**src/rtl/branch_sequencer.sv**
```systemverilog
// Conditional-branch step sequencer (T3..T6) driving the CON flip-flop
// and PC-update strobes for one latched instruction word.
module branch_sequencer #(
  parameter logic [4:0] OPC_BR = 5'b10010,
  parameter int         CNT_W  = 16
) (
  input  logic             Clock,
  input  logic             Clear_n,
  input  logic             start,
  input  logic [31:0]      IR,
  input  logic             hold,
  input  logic             CON_Out,
  output logic [1:0]       cond_bits,
  output logic             Gra,
  output logic             BAout,
  output logic             CONin,
  output logic             PCout,
  output logic             Yin,
  output logic             Cout,
  output logic             ADD,
  output logic             Zin,
  output logic             Zlowout,
  output logic             PCin,
  output logic             busy,
  output logic             done,
  output logic             illegal,
  output logic             taken,
  output logic [CNT_W-1:0] taken_count
);

  localparam logic [2:0] S_IDLE = 3'd0;
  localparam logic [2:0] S_T3   = 3'd1;
  localparam logic [2:0] S_T4   = 3'd2;
  localparam logic [2:0] S_T5   = 3'd3;
  localparam logic [2:0] S_T6   = 3'd4;
  localparam logic [2:0] S_DONE = 3'd5;

  logic [2:0]  state;
  logic [31:0] ir_q;
  logic        ill_q;
  logic        unused_ir;

  // Only the condition field leaves this block; the rest of ir_q
  // is kept as the latched instruction word.
  assign unused_ir = ^{ir_q[31:21], ir_q[18:0]};
  assign cond_bits = ir_q[20:19];
  assign busy      = (state != S_IDLE);

  always_ff @(posedge Clock or negedge Clear_n) begin
    if (!Clear_n) begin
      state       <= S_IDLE;
      ir_q        <= '0;
      ill_q       <= 1'b0;
      taken       <= 1'b0;
      taken_count <= '0;
    end else if (!hold) begin
      case (state)
        S_IDLE: begin
          if (start) begin
            if (IR[31:27] == OPC_BR) begin
              ir_q  <= IR;
              state <= S_T3;
            end else begin
              ill_q <= 1'b1;
              state <= S_DONE;
            end
          end
        end
        S_T3: begin
          taken <= CON_Out;
          state <= S_T4;
        end
        S_T4: state <= S_T5;
        S_T5: state <= S_T6;
        S_T6: begin
          if (taken && !(&taken_count))
            taken_count <= taken_count + 1'b1;
          state <= S_DONE;
        end
        S_DONE: begin
          ill_q <= 1'b0;
          state <= S_IDLE;
        end
        default: state <= S_IDLE;
      endcase
    end
  end

  // Moore decode; hold blanks every strobe without disturbing state.
  always_comb begin
    Gra     = 1'b0;
    BAout   = 1'b0;
    CONin   = 1'b0;
    PCout   = 1'b0;
    Yin     = 1'b0;
    Cout    = 1'b0;
    ADD     = 1'b0;
    Zin     = 1'b0;
    Zlowout = 1'b0;
    PCin    = 1'b0;
    done    = 1'b0;
    illegal = 1'b0;
    if (!hold) begin
      unique case (1'b1)
        (state == S_T3): begin
          Gra   = 1'b1;
          BAout = 1'b1;
          CONin = 1'b1;
        end
        (state == S_T4): begin
          PCout = 1'b1;
          Yin   = 1'b1;
        end
        (state == S_T5): begin
          Cout = 1'b1;
          ADD  = 1'b1;
          Zin  = 1'b1;
        end
        (state == S_T6): begin
          Zlowout = 1'b1;
          PCin    = taken;
        end
        (state == S_DONE): begin
          done    = 1'b1;
          illegal = ill_q;
        end
        default: ;
      endcase
    end
  end

endmodule
```
**config.mk**
```make
export PLATFORM = sky130hd
export DESIGN_NAME = branch_sequencer
export DESIGN_NICKNAME = d
export VERILOG_FILES = /design/src/rtl/branch_sequencer.sv
export SDC_FILE = /design/constraint.sdc
export NUM_CORES = 1
export LEC_CHECK = 0
export CORE_ASPECT_RATIO = 0.5
export CORE_UTILIZATION = 30
export DETAILED_ROUTE_END_ITERATION = 10
export DONT_BUFFER_PORTS = 1
export PLACE_DENSITY = 0.49
export SYNTH_ARGS = -nofsm -noshare
export SYNTH_HDL_FRONTEND = slang
export SYNTH_SLANG_ARGS = --single-unit
```
**constraint.sdc**
```tcl
create_clock -name Clock -period 5.3 [get_ports Clock]
set_input_delay 0.53 -clock Clock [delete_from_list [all_inputs] [get_ports Clock]]
set_output_delay 0.53 -clock Clock [all_outputs]
set_load 0.05 [all_outputs]
```
==> results.json, run 1 <==
{
  "grtUsageMet3_pct": 4.44,
  "critical_path.cell_chain": "or4b_4, inv_1, nand2_1, inv_1",
  "startpoint": "state[1]$_DFFE_PN0P_",
  "reg2regPathDepth": 5,
  "ys_top_cells_by_count": "dfrtp_1, nand2_1, xor2_1",
  "grt.met2_usage_pct": 21.0,
  "grt_pass1_wl_mm": 4.13,
  "cpMaxStageDelayCell": "or4b_4",
  "drt_iter0_markers": 41,
  "finalCriticalPeriod_ns": 3.01,
  "leakage_nw": 0.618,
  "htree_levels": 1,
  "setup_violations": 0,
  "mostFrequentLayoutCell": "dfrtp_1",
  "fp_util_pct": 31.7,
  "fin_crit_sh_pct": 56.8,
  "cts_made_buffers": 3,
  "hold_ws_ns": 0.0627,
  "clockPowerShare_pct": 18.1,
  "arrival_ns": 2.48,
  "grt_usage_pct": 12.4,
  "rsz0062_at_grt": "no",
  "status": "complete, no violations",
  "reg.largest.list": "taken_count (16), state (3), ir_q (2)",
  "relSlewSlack_pct": 29.6,
  "hpwl_mm": 1.83,
  "synth_area_per_cell_um2": 10.1,
  "cp_top_family": "simple AND/OR/NAND/NOR gates",
  "ys_sh_adder_pct": 0.995,
  "cpMostUsedCell": "inv_1",
  "antennaDiodeCount": 0,
  "area_leaders": "dfrtp_1, xor2_1, mux2_2",
  "yosys_cells": 124,
  "ant_nets": 0,
  "most_common_cell": "dfrtp_1",
  "cts_sinks": 23,
  "ys_sh_xor_pct": 9.05,
  "r2r_end": "taken_count[1]$_DFFE_PN0P_",
  "cts-hold-fix-buffers": 1,
  "clk_pin_slew_ns": 0.09,
  "rr_startpoint": "taken_count[0]$_DFFE_PN0P_",
  "core_um2": 3960,
  "cts_tree": "yes",
  "syn_nets": 162,
  "wirelength_mm": 2.57,
  "layout.cells.non_filler": 177,
  "via_count": 866,
  "die_area_um2": 4470,
  "synthCells": 124,
  "synth.distinct_cells": 34,
  "mux_area_share_pct": 4.48,
  "hold_class": "in -> async",
  "fin_worst_skew_ns": 0.0107,
  "wl_met3_um": 140,
  "syn-cell-area_um2": 1260,
  "overflow": 0,
  "drive_gt1_share_pct": 16.3,
  "path_class": "reg -> out",
  "yosysTopAreaCellShare_pct": 45.8,
  "firstDrtPassIters": 4,
  "ff_type": "dfrtp_1"
}
==> run 1: power groups by stage <==
| stage | logic, W | clock network [W] | registers [W] |
|---|---|---|---|
| 2_1_floorplan | 0.000176 | 0 | 0.000301 |
| 3_3_place_gp | 0.000159 | 0 | 0.000332 |
| 3_5_place_dp | 0.000162 | 0 | 0.000333 |
| 4_1_cts | 0.000168 | 0.000115 | 0.000330 |
| 5_1_grt | 0.000181 | 0.000125 | 0.000337 |
| 6_report | 0.000166 | 0.000109 | 0.000329 |
==> run 1: area by class of cell <==
class	count	share of cell area [%]
flip-flops and latches	23	42.3
repair buffers	4	3.40
well taps	54	4.96
inverters	6	1.65
multi-input cells	86	44.4
clock buffers	4	3.31
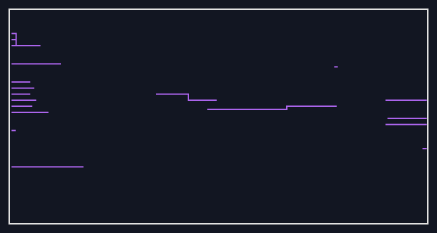
run_1/m3.png
longest straight run: 17.7 µm
main direction: horizontal
share of all routed wire: 5.5%

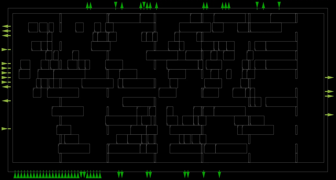
run_1/placed.png
row count: 16
Tap Cells: 54

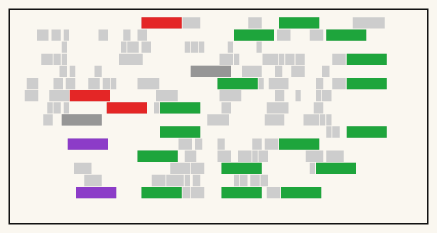
run_1/ff_map.png
Other sequential cells in the stronger gray, the rest of the logic in the fainter gray.
[state] red | sequential cells: 3
[taken_count] green | sequential cells: 16
[ir_q] purple | sequential cells: 2
not colored: 2
Final Util: 34.3%
P_seq: 0.000329 W
register area: 576 µm²
fraction of area in registers: 42.3%

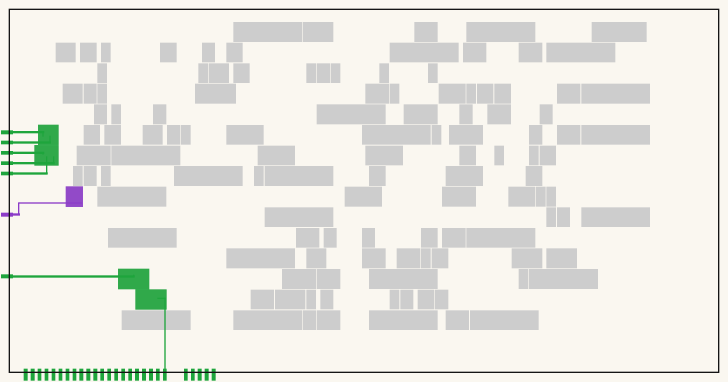
run_1/port_trees.png
[illegal] purple | bits: 1 | direction: output | edge: west | end cells: 1 | buffers: 0 | wire: 10.5 µm
[IR] green | bits: 32 | direction: input | edge: 26 south, 6 west | end cells: 4 | buffers: 0 | wire: 53.2 µm
port bufs: 0
I/O Pins: 69

--- run 2 (diff from run 1) ---
==> constraint.sdc (replaced) <==
create_clock -name Clock -period 3.05 [get_ports Clock]
set_input_delay 0.305 -clock Clock [delete_from_list [all_inputs] [get_ports Clock]]
set_output_delay 0.305 -clock Clock [all_outputs]
set_load 0.05 [all_outputs]
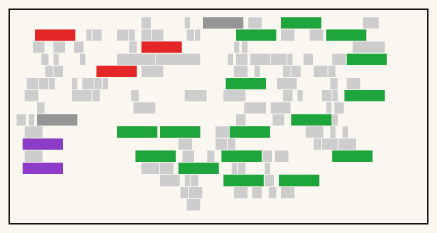
run_2/ff_map.png
Other sequential cells in the stronger gray, the rest of the logic in the fainter gray.
[taken_count] green | sequential cells: 16
[state] red | sequential cells: 3
[ir_q] purple | sequential cells: 2

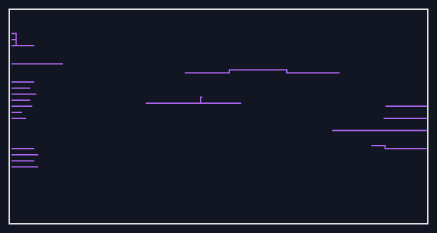
run_2/m3.png
share of all routed wire: 7.2%
wire length on this layer: 180 µm

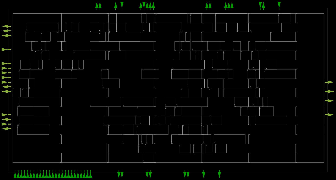
run_2/placed.png
Final Util: 36.0%
Seq cells: 23

==> run 2 against run 1 <==
  * Flip-flop count is the same
  * Worst setup slack worse by 1.8 ns
  * Critical path type unchanged
  * Global-route usage shrank 0.95 points
  * Sequential share of layout area is 2.0 points lower
  * Synthesized cell count unchanged
  * Clock power is 81% higher
  * Cell count rose by 2.8%
  * Synthesized area unchanged
  * Die size did not move
  * Critical path depth is 1 higher
  * Highest routed layer is now met3
  * Worst hold slack better by 0.093 ns
  * Count of clock-buffer cells in the layout is 1 lower
==> results.json, run 2 <==
{
  "status": "complete, no violations",
  "final_cell_mix": "dfrtp_1, nand2_1, xor2_1",
  "cp-start-kind": "flip-flop",
  "grtUsageMet3_pct": 4.76,
  "post_cts_buffers": 0,
  "drive_gt1_share_pct": 19.5,
  "critical_path_cell_count": 5,
  "fp_util_pct": 31.7,
  "cp_top_family": "simple AND/OR/NAND/NOR gates",
  "die_area_um2": 4470,
  "grt_usage_pct": 11.4,
  "cpMostUsedCell": "inv_1",
  "drt_iter0_markers": 20,
  "layout.cells.non_filler": 182,
  "core_um2": 3960,
  "pg_seq_w": 0.000574,
  "r2r_setup_slack_ns": 0.72,
  "clockBufferDepth": 2,
  "area_leaders": "dfrtp_1, xor2_1, mux2_2",
  "clk_pin_slew_ns": 0.09,
  "path_class": "reg -> out",
  "finalCriticalPeriod_ns": 2.59,
  "critPathMaxFanout": 10,
  "wl_met1_mm": 1.16,
  "leakage_nw": 0.654,
  "synth.distinct_cells": 34,
  "reg.largest.list": "taken_count (16), state (3), ir_q (2)",
  "mostFrequentLayoutCell": "dfrtp_1",
  "cts_made_buffers": 3,
  "hold_class": "in -> reg",
  "rsz0062_at_grt": "no",
  "comb-power_w": 0.000313,
  "ff_type": "dfrtp_1",
  "synthCells": 124,
  "areaGrowthSynthToFinish_pct": 13.5,
  "hpwl_mm": 1.80,
  "cpMaxStageDelayCell": "or4b_4",
  "reg2regPathDepth": 6,
  "cts-hold-fix-buffers": 2,
  "ant_nets": 0,
  "syn-cell-area_um2": 1260,
  "arrival_ns": 2.29,
  "slew_violations": 0,
  "wirelength_mm": 2.52,
  "hold_ws_ns": 0.156,
  "startpoint": "state[1]$_DFFE_PN0P_",
  "cts.repair.resized": 0,
  "yosys_cells": 124,
  "yosysTopAreaCellShare_pct": 45.8,
  "cts_tree": "yes",
  "htree_levels": 1,
  "critical_path.cell_chain": "or4b_4, inv_1, buf_4, nand2_1, inv_1",
  "grt_pass1_wl_mm": 3.84,
  "io_buffers": 0,
  "grt.met2_usage_pct": 19.3,
  "synth_area_per_cell_um2": 10.1,
  "floorplan.rows": 16,
  "antennaDiodeCount": 0,
  "setup_violations": 0,
  "firstDrtPassIters": 4,
  "gp_congestion": 0.705,
  "io_pins": 69,
  "r2r_end": "taken_count[1]$_DFFE_PN0P_",
  "most_common_cell": "dfrtp_1",
  "wl_met3_um": 180,
  "overflow": 0,
  "rr_startpoint": "state[1]$_DFFE_PN0P_",
  "worst-path-buf-inv": 3,
  "fin_worst_skew_ns": 0.00896,
  "via_count": 913,
  "routedWlPerCell_um": 13.8,
  "power_clock_w": 0.000197,
  "cts_sinks": 23,
  "antenna_found_initial": 0,
  "relSlewSlack_pct": 58.7
}
==> run 2: cell counts after synthesis <==
Identical to the previous run, type by type.
==> run 2: cell families (layout without fill, tap and decap cells) <==
family          after synthesis  after routing  share of synthesized area, %
xor+xnor                     13             13                          9.05
simple gates                 56             56                          27.7
fa+ha+maj                     1              1                         0.995
flops                        23             23                          45.8
buf+inv                      15             19                          6.87
mux                           5              5                          4.48
compound gates               11             11                          5.17
==> run 2: cell type report <==
| type | count | area (µm²) | share of cell area [%] |
|---|---|---|---|
| clock inverter | 1 | 5.00 | 0.351 |
| sequential | 23 | 576 | 40.3 |
| inverter | 6 | 22.5 | 1.58 |
| tap | 54 | 67.6 | 4.73 |
| timing repair buffer | 9 | 103 | 7.19 |
| multi-input combinational | 86 | 613 | 42.9 |
| clock buffer | 3 | 41.3 | 2.89 |
Power and IR drop assume default switching activity.
